### src/rtl/lcd_update_arbiter.sv
// Round-robin arbiter between two LCD update sources; drives the display driver command/fields
// and tracks the done_display handshake. Optional macro LCD_ARB_DEDUP_EN suppresses repeat updates.
module lcd_update_arbiter #(
  parameter int unsigned      TO_W           = 24,
  parameter logic [TO_W-1:0]  TIMEOUT_CYCLES = 24'd10000000
) (
  input  logic        clk,
  input  logic        rst_n,
  input  logic        power_on,
  input  logic        req_a,
  input  logic [3:0]  opcode_a,
  input  logic [3:0]  addr_a,
  input  logic [15:0] data_a,
  input  logic        req_b,
  input  logic [3:0]  opcode_b,
  input  logic [3:0]  addr_b,
  input  logic [15:0] data_b,
  input  logic        done_display,
  output logic        gnt_a,
  output logic        gnt_b,
  output logic [1:0]  command,
  output logic [3:0]  opcode,
  output logic [3:0]  addr,
  output logic [15:0] data_addr,
  output logic        busy,
  output logic        timeout_err
);

  typedef enum logic [2:0] {
    S_OFF, S_BOOT, S_READY, S_ISSUE, S_ACK_WAIT, S_BUSY
  } state_e;

  localparam logic [1:0]      CMD_OFF  = 2'd0;
  localparam logic [1:0]      CMD_UPD  = 2'd1;
  localparam logic [1:0]      CMD_IDLE = 2'd2;
  localparam logic [TO_W-1:0] TO_LAST  = TIMEOUT_CYCLES - 1'b1;

`ifdef LCD_ARB_DEDUP_EN
  localparam bit DEDUP_EN = 1'b1;
`else
  localparam bit DEDUP_EN = 1'b0;
`endif

  state_e          state_q, state_d;
  logic [TO_W-1:0] cnt_q, cnt_d;
  logic [1:0]      cmd_q, cmd_d;
  logic [3:0]      opcode_q, opcode_d, addr_q, addr_d;
  logic [15:0]     data_q, data_d;
  logic            gnt_a_q, gnt_a_d, gnt_b_q, gnt_b_d;
  logic            err_q, err_d;
  logic            last_b_q, last_b_d;  // 1 = B won the most recent grant
  logic            ok_q, ok_d;          // last update finished cleanly

  logic            pick_a, pick_b, expired, same_rec;
  logic [3:0]      win_op, win_addr;
  logic [15:0]     win_data;

  assign pick_a   = req_a & (~req_b | last_b_q);
  assign pick_b   = req_b & ~pick_a;
  assign win_op   = pick_a ? opcode_a : opcode_b;
  assign win_addr = pick_a ? addr_a   : addr_b;
  assign win_data = pick_a ? data_a   : data_b;
  assign same_rec = ({win_op, win_addr, win_data} == {opcode_q, addr_q, data_q});
  assign expired  = (cnt_q >= TO_LAST);

  // NOTE: every variable gets a default before the case so no path leaves it unassigned (no latches).
  always_comb begin
    state_d  = state_q;
    cnt_d    = (cnt_q == '1) ? cnt_q : cnt_q + 1'b1;
    opcode_d = opcode_q;
    addr_d   = addr_q;
    data_d   = data_q;
    gnt_a_d  = 1'b0;
    gnt_b_d  = 1'b0;
    err_d    = err_q;
    last_b_d = last_b_q;
    ok_d     = ok_q;

    // Command follows the registered state one cycle later.
    unique case (state_q)
      S_OFF:   cmd_d = CMD_OFF;
      S_ISSUE: cmd_d = CMD_UPD;
      default: cmd_d = CMD_IDLE;
    endcase

    unique case (state_q)
      S_OFF: if (power_on) state_d = S_BOOT;
      S_BOOT: begin
        if (done_display) state_d = S_READY;
        else if (expired) begin
          state_d = S_READY;
          err_d   = 1'b1;
        end
      end
      S_READY: begin
        if (pick_a || pick_b) begin
          gnt_a_d  = pick_a;
          gnt_b_d  = pick_b;
          last_b_d = pick_b;
          if (!(DEDUP_EN && ok_q && same_rec)) begin
            opcode_d = win_op;
            addr_d   = win_addr;
            data_d   = win_data;
            ok_d     = 1'b0;
            state_d  = S_ISSUE;
          end
        end
      end
      S_ISSUE: state_d = S_ACK_WAIT;
      S_ACK_WAIT: begin
        if (!done_display) state_d = S_BUSY;
        else if (expired) begin
          state_d = S_READY;
          err_d   = 1'b1;
        end
      end
      S_BUSY: begin
        if (done_display) begin
          state_d = S_READY;
          ok_d    = 1'b1;
        end else if (expired) begin
          state_d = S_READY;
          err_d   = 1'b1;
        end
      end
      default: state_d = S_OFF;
    endcase

    if (state_d != state_q) cnt_d = '0;

    // Power loss overrides everything, including a grant decided this cycle.
    if (!power_on) begin
      state_d  = S_OFF;
      cmd_d    = CMD_OFF;
      cnt_d    = '0;
      err_d    = 1'b0;
      ok_d     = 1'b0;
      gnt_a_d  = 1'b0;
      gnt_b_d  = 1'b0;
      last_b_d = last_b_q;
      opcode_d = opcode_q;
      addr_d   = addr_q;
      data_d   = data_q;
    end
  end

  // NOTE: state registers use non-blocking assignments so all flops update from pre-edge values.
  always_ff @(posedge clk) begin
    if (!rst_n) begin
      state_q  <= S_OFF;
      cnt_q    <= '0;
      cmd_q    <= CMD_OFF;
      opcode_q <= '0;
      addr_q   <= '0;
      data_q   <= '0;
      gnt_a_q  <= 1'b0;
      gnt_b_q  <= 1'b0;
      err_q    <= 1'b0;
      last_b_q <= 1'b1;
      ok_q     <= 1'b0;
    end else begin
      state_q  <= state_d;
      cnt_q    <= cnt_d;
      cmd_q    <= cmd_d;
      opcode_q <= opcode_d;
      addr_q   <= addr_d;
      data_q   <= data_d;
      gnt_a_q  <= gnt_a_d;
      gnt_b_q  <= gnt_b_d;
      err_q    <= err_d;
      last_b_q <= last_b_d;
      ok_q     <= ok_d;
    end
  end

  assign command     = cmd_q;
  assign opcode      = opcode_q;
  assign addr        = addr_q;
  assign data_addr   = data_q;
  assign gnt_a       = gnt_a_q;
  assign gnt_b       = gnt_b_q;
  assign timeout_err = err_q;
  assign busy        = (state_q != S_READY);

endmodule
### config.mk
export PLATFORM = sky130hd
export DESIGN_NAME = lcd_update_arbiter
export DESIGN_NICKNAME = d
export VERILOG_FILES = /design/src/rtl/lcd_update_arbiter.sv
export SDC_FILE = /design/constraint.sdc
export NUM_CORES = 1
export LEC_CHECK = 0
export CAP_MARGIN = 10
export CORE_ASPECT_RATIO = 1.1
export CORE_MARGIN = 2
export CORE_UTILIZATION = 46
export CTS_CLUSTER_DIAMETER = 200
export CTS_CLUSTER_SIZE = 20
export DETAILED_ROUTE_END_ITERATION = 8
export PLACE_DENSITY = 0.79
export SLEW_MARGIN = 20
export SYNTH_ARGS = -nofsm -noshare
export SYNTH_HDL_FRONTEND = slang
export SYNTH_SLANG_ARGS = --single-unit
### constraint.sdc
create_clock -name clk -period 3.1 [get_ports clk]
set_clock_uncertainty 0.15 [all_clocks]
set_input_delay 0.62 -clock clk [delete_from_list [all_inputs] [get_ports clk]]
set_output_delay 0.62 -clock clk [all_outputs]
set_load 0.02 [all_outputs]
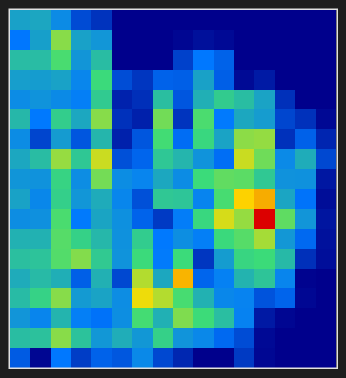
*Routed metal per tile, run 1*
(4 px per µm) 16 x 18 tiles, from dark blue (low) to red (high), scaled to the fullest tile. Values are wire area over tile area, all layers added.
emptiest ninth of the die: north-east
mean over tiles: 0.17
tiles over half the peak: 13%

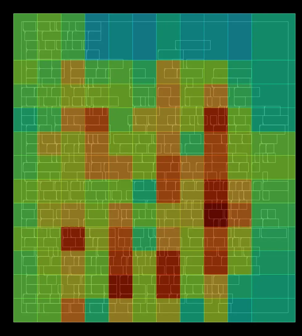
*Congestion heat map, run 1*
global routing's busiest layer: met2
met2 global-route usage: 0.347
met1 track utilization from global routing: 0.240
routed wire length per instance: 15.0 µm

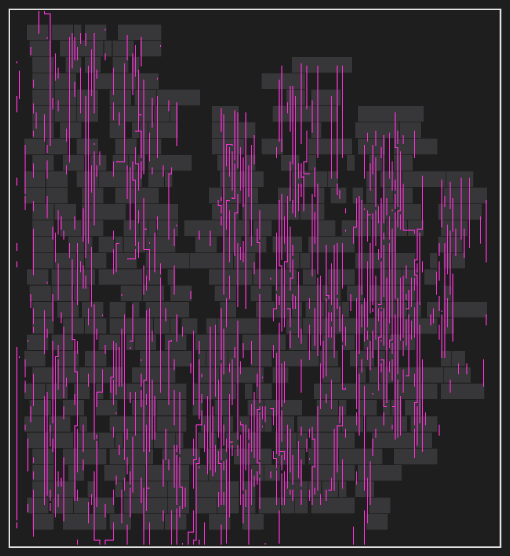
*The metal 2 layer, run 1*
(6 px per µm)
longest straight run: 32.6 µm
share of all routed wire: 47%
nets with wire on the layer: 392
wire length on this layer: 3380 µm
main direction: vertical

==> results.sh, run 1 <==
# yosys + openroad results
export IMPL_status="finished, final reports clean"
export IMPL_synth_chip_area_um2=3050
export IMPL_highest_layer="met4"
export IMPL_seq_cells=57
export IMPL_synth_most_common_cell="dfxtp_1"
export IMPL_count_of_non_cts_inverters_in_the_layout=6
export IMPL_maxCapViolations=0
export IMPL_slew_limit_headroom=0.502
export IMPL_layout_worst_path_cycle_share=0.838
export IMPL_clock_latency_late_pin_ps=340
export IMPL_register_area_um2=1140
export IMPL_buffers=89
export IMPL_cell_internal_pwr_uw=1220
export IMPL_ir_drop_mv=0.239
export IMPL_global_route_wire_length_before_repair_um=12000
export IMPL_grt_pass1_vias=2583
export IMPL_synth_edff_count=0
export IMPL_async_flop_share=0
export IMPL_max_flop_register="cnt_q"
export IMPL_synth_area_top_cells="dfxtp_1, mux2i_1, a211oi_1"
export IMPL_routedLengthMet1_um=2920
export IMPL_comb_gates=232
export IMPL_initial_antenna_violation_count=0
export IMPL_cts_repair_timing_setup_buffer_count=0
export IMPL_layout_nonclk_buf_frac=0.213
export IMPL_layout_drive_gt1_share=0.158
export IMPL_fp_util=0.468
export IMPL_numPortBuffers=83
export IMPL_met2_length_um=3380
export IMPL_cts_root_buf="clkbuf_8"
export IMPL_first_iter_violations=107
export IMPL_rows=31
export IMPL_yosys_stat_cells=314
export IMPL_setup_worst_path_start_class="register"
export IMPL_power_sequential_total_uw=743
export IMPL_numCtsBuffers=9
export IMPL_placed_cells=466
export IMPL_clock_tree_area_fraction=0.0461
export IMPL_final_hold_fails=0
export IMPL_grt_start_max_net_pins=50
export IMPL_cts_tree="done"
export IMPL_cp_max_fo=10
export IMPL_critical_path_reg2reg_startpoint="cnt_q[0]"
export IMPL_power_combinational_total_uw=155
export IMPL_globalplace_congestion=0.944
export IMPL_yosys_area_top_type="dfxtp_1"
export IMPL_critPathRequiredTime_ps=2330
export IMPL_cell_count_after_synthesis=314
export IMPL_power_frac_seq=0.469
export IMPL_power_clock_total_uw=684
export IMPL_layout_top_cell_excl_fill_tap="clkdlybuf4s50_1"
export IMPL_min_period_ps=2600
export IMPL_combGateArea_um2=1770
export IMPL_dieArea_um2=7300
export IMPL_count_of_warning_messages_emitted_by_the_tools=26
export IMPL_ios=84
export IMPL_layout_clock_buffers=13
export IMPL_power_switching_fraction=0.229
export IMPL_flop_cell="dfxtp_1"
export IMPL_synth_yosys_warnings=0
export IMPL_synth_sequential_area_ratio=0.374
export IMPL_slew_viol_final=0
export IMPL_critPathArrivalTime_ps=1830
export IMPL_maxPowerGroup="registers"
export IMPL_combAreaFraction=0.432
export IMPL_rrSetupSlack_ps=700
export IMPL_synth_nets=369
export IMPL_rsz0062_at_grt="false"
export IMPL_powerDensity_nw_per_um2=386
export IMPL_clock_sinks=57
export IMPL_seq_cell_share=0.278
export IMPL_logic_depth_of_the_worst_path_buffers_included=3
export IMPL_grt_ovfl_total=0
export IMPL_worst_setup_path_endpoint="busy"
export IMPL_share_of_total_power_in_the_clock_network=0.433
export IMPL_drt_total_wl_um=7210
export IMPL_min_to="timeout_err"
export IMPL_post_synth_num_cell_types=57
export IMPL_final_instance_count_excl_fill=482
export IMPL_top_area_cell_class="multi-input combinational cells"
export IMPL_clk_pin_slew_ps=60
export IMPL_layout_nets=450
export IMPL_ctsLongestPathBuffers=2
export IMPL_wire_length_on_met3_um=674
export IMPL_area_growth_pct=34.6
export IMPL_hold_path_startpoint="timeout_err"
export IMPL_cp_buffers_inverters=1
export IMPL_insertedDiodeCount=0
export IMPL_reg2reg_to="cnt_q[2]"
export IMPL_grtUsageMet3=0.0889
export IMPL_top_cell_area_share=0.374
export IMPL_post_synth_instance_area_um2=3050
export IMPL_largest_register_ffs=24
export IMPL_setup_violations=0
export IMPL_setup_total_negative_slack_ps=0
export IMPL_cts_hold_fix_buffers=0
export IMPL_grtUsageTotal=0.214
export IMPL_critical_path_startpoint="state_q[0]"
export IMPL_dr_pass1_iters=4
export IMPL_post_cts_resize_count=0
export IMPL_worst_setup_path_type="reg -> out"
export IMPL_max_freq_mhz=385
export IMPL_floorplan_core_area_um2=6520
export IMPL_most_common_logic_cells_in_the_final_layout="clkdlybuf4s50_1, dfxtp_1, nor2_1"
export IMPL_path_cells="nor2b_1 > nand2b_1 > clkdlybuf4s50_1"
export IMPL_route_detailed_vias_per_inst=5.58
export IMPL_worst_hold_path_num_cells=2
export IMPL_final_core_util=0.630
export IMPL_dp_final_hpwl_um=5410
export IMPL_route_detailed_drc=0
export IMPL_flops_latches_synth=57
export IMPL_critical_path_slowest_cell="clkdlybuf4s50_1"
export IMPL_final_antenna_net_count=0
export IMPL_worst_slew_pin_transition_ps=746
export IMPL_vias=2688
export IMPL_critical_path_top_delay_family="buffers and inverters"
export IMPL_die_height_um=89.4
export IMPL_worst_r2r_cell_count=6
export IMPL_synthTopCellsByCount="dfxtp_1, nor2_1, a211oi_1"
export IMPL_leakage_uw=0.00137
export IMPL_switching_power_uw=362
export IMPL_tap_cell_count=82
export IMPL_max_incr_delay_on_cp_ps=660
export IMPL_combPwrFrac=0.098
export IMPL_syn_avg_cell_area_um2=9.71
export IMPL_critical_path_endpoint_type="output pin"
export IMPL_timing_hold_worst_class="reg -> reg"
-- run 1: kinds of logic (layout without fill, tap and decap cells) --
family / count (synthesis) / in the layout / share of synthesized area
adder cells (fa/ha/maj): 1 / 1 / 0.00410
buffers and inverters: 25 / 111 / 0.0468
AND/OR/NAND/NOR: 124 / 124 / 0.262
multiplexers: 25 / 25 / 0.0821
XOR/XNOR: 13 / 13 / 0.0373
flip-flops: 57 / 57 / 0.374
AND-OR/OR-AND: 69 / 69 / 0.194
-- run 1: stage by stage --
stage / area [µm²] / total power [µW] / hold slack (ps) / worst slack (ps)
floorplan: 3050 / 830 / 308 / 1020
global placement: 3910 / 913 / 288 / 631
detailed placement: 3910 / 916 / 295 / 565
CTS: 4100 / 1600 / 305 / 502
global route: 4100 / 1640 / 315 / 418
finish: 4100 / 1580 / 301 / 501
## Run 2: what changed since run 1
--- a/config.mk
+++ b/config.mk
@@ -8,7 +8,7 @@
 export CAP_MARGIN = 10
 export CORE_ASPECT_RATIO = 1.1
 export CORE_MARGIN = 2
-export CORE_UTILIZATION = 46
+export CORE_UTILIZATION = 44
 export CTS_CLUSTER_DIAMETER = 200
 export CTS_CLUSTER_SIZE = 20
 export DETAILED_ROUTE_END_ITERATION = 8
==> constraint.sdc (replaced) <==
create_clock -name clk -period 2.27 [get_ports clk]
set_clock_uncertainty 0.15 [all_clocks]
set_input_delay 0.454 -clock clk [delete_from_list [all_inputs] [get_ports clk]]
set_output_delay 0.454 -clock clk [all_outputs]
set_load 0.02 [all_outputs]
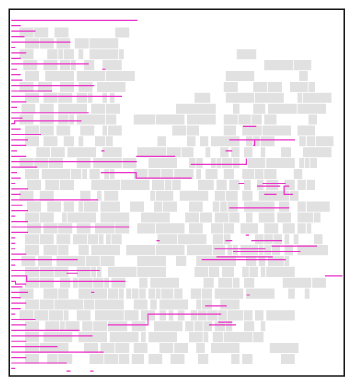
*Met3 routing, run 2*
(4 px per µm)
longest straight run: 31.3 µm
main direction: horizontal
wire length on this layer: 760 µm
share of all routed wire: 10%

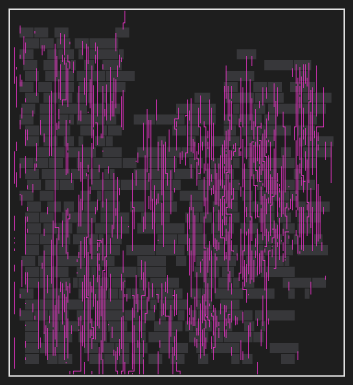
*The metal 2 layer, run 2*
(4 px per µm)
wire length on this layer: 3550 µm
nets with wire on the layer: 383

==> run 2 against run 1 <==
Hold slack worse by 8.0 ps. Global-route usage down 0.64 points. Synthesized cell count unchanged. Via count up 1.8%. Largest power group unchanged.
==> results.sh, run 2 <==
# yosys + openroad results
export IMPL_critical_path_endpoint_type="register"
export IMPL_rows=31
export IMPL_syn_avg_cell_area_um2=9.71
export IMPL_fp_util=0.460
export IMPL_first_iter_violations=121
export IMPL_most_common_logic_cells_in_the_final_layout="clkdlybuf4s50_1, dfxtp_1, nor2_1"
export IMPL_numCtsBuffers=9
export IMPL_drt_total_wl_um=7550
export IMPL_final_instance_count_excl_fill=493
export IMPL_dpl_worst_slack_ps=58.3
export IMPL_floorplan_core_area_um2=6630
export IMPL_simple_gate_area_frac=0.262
export IMPL_reg2reg_to="cnt_q[4]"
export IMPL_hold_path_startpoint="timeout_err"
export IMPL_max_freq_mhz=463
export IMPL_critical_path_slowest_cell="or3_1"
export IMPL_slew_limit_headroom=0.767
export IMPL_clk_pin_slew_ps=60
export IMPL_clock_latency_late_pin_ps=340
export IMPL_power_frac_seq=0.489
export IMPL_routed_wire_length_per_instance_um=15.3
export IMPL_post_cts_resize_count=1
export IMPL_route_detailed_drc=0
export IMPL_slew_viol_final=0
export IMPL_switching_power_uw=501
export IMPL_setup_total_negative_slack_ps=0
export IMPL_grt_ovfl_total=0
export IMPL_synth_edff_count=0
export IMPL_critical_path_reg2reg_startpoint="cnt_q[16]"
export IMPL_largest_register_ffs=24
export IMPL_synth_cellmix_adderShare=0.00410
export IMPL_vias=2736
export IMPL_critPathArrivalTime_ps=2250
export IMPL_power_sequential_total_uw=1010
export IMPL_worst_slew_pin_transition_ps=348
export IMPL_critical_path_top_delay_family="simple AND/OR/NAND/NOR gates"
export IMPL_cp_buffers_inverters=0
export IMPL_synth_sequential_area_ratio=0.374
export IMPL_layout_worst_path_cycle_share=0.952
export IMPL_dp_final_hpwl_um=5760
export IMPL_yosys_mux_area_fraction=0.0821
export IMPL_xor_xnor_cell_area_share_of_the_yosys_netlist=0.0373
export IMPL_final_antenna_net_count=0
export IMPL_die_height_um=91.3
export IMPL_global_route_wire_length_before_repair_um=12700
export IMPL_horizontal_extent_of_the_die_um=83.4
export IMPL_ctsLongestPathBuffers=2
export IMPL_status="finished, final reports clean"
export IMPL_cts_hold_fix_buffers=0
export IMPL_synthTopCellsByCount="dfxtp_1, nor2_1, a211oi_1"
export IMPL_power_combinational_total_uw=232
export IMPL_critical_path_startpoint="cnt_q[16]"
export IMPL_insertedDiodeCount=0
export IMPL_rsz0062_at_grt="false"
export IMPL_synth_yosys_warnings=0
export IMPL_async_flop_share=0
export IMPL_cts_htree_levels=3
export IMPL_grtUsageTotal=0.208
export IMPL_top_cell_area_share=0.374
export IMPL_power_switching_fraction=0.242
export IMPL_synth_most_common_cell="dfxtp_1"
export IMPL_combPwrFrac=0.112
export IMPL_power_clock_total_uw=824
export IMPL_dr_pass1_iters=5
export IMPL_ir_drop_mv=0.340
export IMPL_flop_cell="dfxtp_1"
export IMPL_path_cells="nand3_2 > or3_1 > nor3_2 > nor2_1 > a2111oi_4"
export IMPL_critPathRequiredTime_ps=2360
export IMPL_final_hold_worst_slack_ps=293
export IMPL_synth_area_top_cells="dfxtp_1, mux2i_1, a211oi_1"
export IMPL_maxPowerGroup="registers"
export IMPL_numPortBuffers=83
export IMPL_grt_start_max_net_pins=50
export IMPL_dominant_comb_cell="simple AND/OR/NAND/NOR gates"
export IMPL_min_period_ps=2160
export IMPL_layout_top_cell_excl_fill_tap="clkdlybuf4s50_1"
export IMPL_leakage_uw=0.00143
export IMPL_logic_depth_of_the_worst_path_buffers_included=5
export IMPL_setup_violations=0
export IMPL_maxCapViolations=0
export IMPL_min_to="timeout_err"
export IMPL_post_synth_num_cell_types=57
export IMPL_layout_nets=461
export IMPL_rrSetupSlack_ps=110
export IMPL_max_incr_delay_on_cp_ps=540
export IMPL_total_power_uw=2070
export IMPL_final_hold_fails=0
export IMPL_cell_count_after_synthesis=314
export IMPL_synth_chip_area_um2=3050
export IMPL_worst_hold_path_num_cells=2
export IMPL_count_of_warning_messages_emitted_by_the_tools=26
export IMPL_cp_max_fo=8
export IMPL_ios=84
export IMPL_route_detailed_vias_per_inst=5.55
export IMPL_placed_cells=477
export IMPL_grt_pass1_vias=2792
export IMPL_cell_internal_pwr_uw=1570
export IMPL_cts_tree="done"
export IMPL_worst_setup_path_type="reg -> reg"
export IMPL_synth_nets=369
export IMPL_setup_worst_path_start_class="register"
export IMPL_max_flop_register="cnt_q"
export IMPL_compound_area_frac=0.194
export IMPL_flops_latches_synth=57
export IMPL_worst_setup_path_endpoint="cnt_q[4]"
export IMPL_post_synth_instance_area_um2=3050
export IMPL_layout_drive_gt1_share=0.185
export IMPL_timing_hold_worst_class="reg -> reg"
export IMPL_yosys_area_top_type="dfxtp_1"
export IMPL_worst_r2r_cell_count=5
export IMPL_clock_sinks=57
export IMPL_share_of_total_power_in_the_clock_network=0.399
export IMPL_cts_root_buf="clkbuf_8"
export IMPL_initial_antenna_violation_count=0
export IMPL_area_growth_pct=38.3
export IMPL_yosys_stat_cells=314
export IMPL_cts_repair_timing_setup_buffer_count=0
export IMPL_dieArea_um2=7610
export IMPL_powerDensity_nw_per_um2=490
export IMPL_fin_ws_ps=110
export IMPL_globalplace_congestion=0.894
[run 2: cell counts after synthesis]
Identical to the previous run, type by type.
[run 2: final cells by class]
cell class	instances	area [µm²]
fillers	564	2410
multi-input cells	232	1770
flip-flops and latches	57	1140
repair buffers	100	1010
clock buffers	11	141
well taps	82	103
clock inverters	5	31.3
inverters	6	22.5
[run 2: routing by layer]
metal,share of wire,vias up,GRT usage
li1,-,1360,-
met1,0.41,1238,0.237
met2,0.47,122,0.334
met3,0.10,16,0.0855
met4,0.022,0,0.107
met5,0,-,0
[run 2: through the flow]
stage	instance area, µm²	util
floorplan	3050	-
global placement	4050	0.610
detailed placement	4050	0.610
CTS	4220	0.636
global route	4220	0.636
finish	4220	0.636
[run 2: tightest hold or removal path: stages (launching register included)]
cell	delay [ps]
dfxtp_1	310
inv_1	50
a21oi_1	50
## Run 3: what changed since run 2
--- a/config.mk
+++ b/config.mk
@@ -13,7 +13,6 @@
 export CTS_CLUSTER_SIZE = 20
 export DETAILED_ROUTE_END_ITERATION = 8
 export PLACE_DENSITY = 0.79
-export SLEW_MARGIN = 20
 export SYNTH_ARGS = -nofsm -noshare
 export SYNTH_HDL_FRONTEND = slang
 export SYNTH_SLANG_ARGS = --single-unit
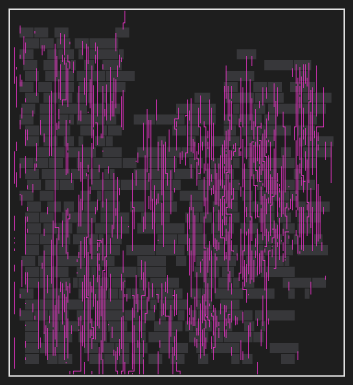
*The metal 2 layer, run 3*
(4 px per µm)
nets with wire on the layer: 383
main direction: vertical
routed via count: 2736
met2 global-route usage: 0.334
Final Routed Wirelength: 7550 µm

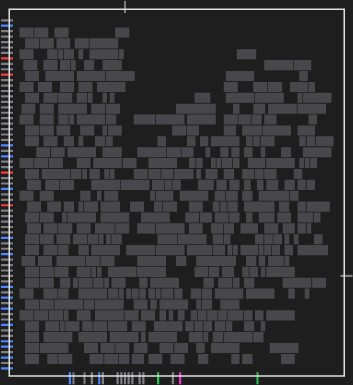
*I/O pins on the die edge, run 3*
(4 px per µm) Pins as bars across the die edge, other pins in gray.
| color | port | pins | direction | edge |
|---|---|---|---|---|
| red | opcode_b | 4 | input | west |
| magenta | gnt_a | 1 | output | south |
| green | command | 2 | output | south |
| blue | data_a | 16 | input | 14 west, 2 south |
all pins by edge: 65 west, 17 south, 1 north, 1 east

==> run 3 against run 2 <==
Area after synthesis stayed put. Critical path depth unchanged. Total power unchanged. Hold slack unchanged. Combinational power about the same. Final area is the same. Sequential share of layout area is the same. Synthesized cell count unchanged. Sequential power is essentially flat. Routed wire length unchanged. Cell count stayed put. Critical path type unchanged. Largest cell class unchanged.
==> results.sh, run 3 <==
# yosys + openroad results
export IMPL_status="finished, final reports clean"
export IMPL_synth_most_common_cell="dfxtp_1"
export IMPL_die_height_um=91.3
export IMPL_max_freq_mhz=463
export IMPL_async_flop_share=0
export IMPL_horizontal_extent_of_the_die_um=83.4
export IMPL_cts_htree_levels=3
export IMPL_critical_path_startpoint="cnt_q[16]"
export IMPL_dieArea_um2=7610
export IMPL_final_instance_count_excl_fill=493
export IMPL_count_of_warning_messages_emitted_by_the_tools=26
export IMPL_cts_root_buf="clkbuf_8"
export IMPL_yosys_mux_area_fraction=0.0821
export IMPL_area_growth_pct=38.3
export IMPL_initial_antenna_violation_count=0
export IMPL_fin_ws_ps=110
export IMPL_critPathRequiredTime_ps=2360
export IMPL_critical_path_reg2reg_startpoint="cnt_q[16]"
export IMPL_rrSetupSlack_ps=110
export IMPL_floorplan_core_area_um2=6630
export IMPL_clock_sinks=57
export IMPL_min_to="timeout_err"
export IMPL_finish_instance_area_um2=4220
export IMPL_critical_path_endpoint_type="register"
export IMPL_compound_area_frac=0.194
export IMPL_layout_worst_path_cycle_share=0.952
export IMPL_fp_util=0.460
export IMPL_routed_wire_length_per_instance_um=15.3
export IMPL_ctsLongestPathBuffers=2
export IMPL_synth_sequential_area_ratio=0.374
export IMPL_globalplace_congestion=0.894
export IMPL_cts_hold_fix_buffers=0
export IMPL_synth_area_top_cells="dfxtp_1, mux2i_1, a211oi_1"
export IMPL_hold_path_startpoint="timeout_err"
export IMPL_setup_worst_path_start_class="register"
export IMPL_slew_limit_headroom=0.767
export IMPL_final_hold_worst_slack_ps=293
export IMPL_layout_nets=461
export IMPL_max_flop_register="cnt_q"
export IMPL_most_common_logic_cells_in_the_final_layout="clkdlybuf4s50_1, dfxtp_1, nor2_1"
export IMPL_timing_hold_worst_class="reg -> reg"
export IMPL_synth_cellmix_adderShare=0.00410
export IMPL_total_power_uw=2070
export IMPL_numPortBuffers=83
export IMPL_dominant_comb_cell="simple AND/OR/NAND/NOR gates"
export IMPL_global_route_wire_length_before_repair_um=12700
export IMPL_placed_cells=477
export IMPL_top_cell_area_share=0.374
export IMPL_layout_top_cell_excl_fill_tap="clkdlybuf4s50_1"
export IMPL_synthTopCellsByCount="dfxtp_1, nor2_1, a211oi_1"
export IMPL_final_core_util=0.636
export IMPL_first_iter_violations=121
export IMPL_flops_latches_synth=57
export IMPL_dr_pass1_iters=5
export IMPL_leakage_uw=0.00143
export IMPL_route_detailed_drc=0
export IMPL_synth_yosys_warnings=0
export IMPL_flop_cell="dfxtp_1"
export IMPL_clk_pin_slew_ps=60
export IMPL_synth_chip_area_um2=3050
export IMPL_dpl_worst_slack_ps=58.3
export IMPL_cts_repair_timing_setup_buffer_count=0
export IMPL_cell_count_after_synthesis=314
export IMPL_clock_latency_late_pin_ps=340
export IMPL_worst_r2r_cell_count=5
export IMPL_rsz0062_at_grt="false"
export IMPL_worst_setup_path_type="reg -> reg"
export IMPL_final_hold_fails=0
export IMPL_route_detailed_vias_per_inst=5.55
export IMPL_cts_tree="done"
export IMPL_largest_register_ffs=24
export IMPL_worst_setup_path_endpoint="cnt_q[4]"
export IMPL_grt_ovfl_total=0
export IMPL_post_synth_num_cell_types=57
export IMPL_insertedDiodeCount=0
export IMPL_setup_violations=0
export IMPL_critPathArrivalTime_ps=2250
export IMPL_synth_nets=369
export IMPL_xor_xnor_cell_area_share_of_the_yosys_netlist=0.0373
export IMPL_yosys_stat_cells=314
export IMPL_setup_total_negative_slack_ps=0
export IMPL_post_synth_instance_area_um2=3050
export IMPL_grt_start_max_net_pins=50
export IMPL_yosys_area_top_type="dfxtp_1"
export IMPL_ir_drop_mv=0.340
export IMPL_grt_pass1_vias=2792
export IMPL_maxCapViolations=0
export IMPL_dp_final_hpwl_um=5760
export IMPL_reg2reg_to="cnt_q[4]"
export IMPL_ios=84
export IMPL_slew_viol_final=0
export IMPL_num_fill_cells=564
export IMPL_simple_gate_area_frac=0.262
export IMPL_min_period_ps=2160
export IMPL_numCtsBuffers=9
export IMPL_powerDensity_nw_per_um2=490
export IMPL_worst_hold_path_num_cells=2
export IMPL_rows=31
export IMPL_final_antenna_net_count=0
export IMPL_grtUsageTotal=0.208
export IMPL_cp_max_fo=8
export IMPL_placement_cell_area_um2=4050
export IMPL_register_area_um2=1140
export IMPL_syn_avg_cell_area_um2=9.71
export IMPL_layout_drive_gt1_share=0.185
export IMPL_worst_slew_pin_transition_ps=348
export IMPL_synth_edff_count=0
export IMPL_combGateArea_um2=1770
export IMPL_post_cts_resize_count=1
## run 3: layer usage
layer,part of all wire,GRT usage,vias to the layer above
li1,-,-,1360
met5,0,0,-
met3,0.10,0.0855,16
met4,0.022,0.107,0
met2,0.47,0.334,122
met1,0.41,0.237,1238
## run 3: cell type report
class	count	share of cell area
clock buffer	11	0.0335
sequential	57	0.271
tap	82	0.0243
timing repair buffer	100	0.239
clock inverter	5	0.00742
multi-input combinational	232	0.420
inverter	6	0.00534
## run 3: where the power goes
group	internal, µW	switching (µW)	total, µW
clock	421	403	824
combinational	138	93.8	232
sequential	1010	3.89	1010
total	1570	501	2070
## run 3: worst max-delay path, cell delays in order (launching register included)
cell and delay (ps):
dfxtp_1 450, nand3_2 160, or3_1 540, nor3_2 300, nor2_1 120, a2111oi_4 340
Power figures rest on the tool's default switching activity, not on a simulated workload.
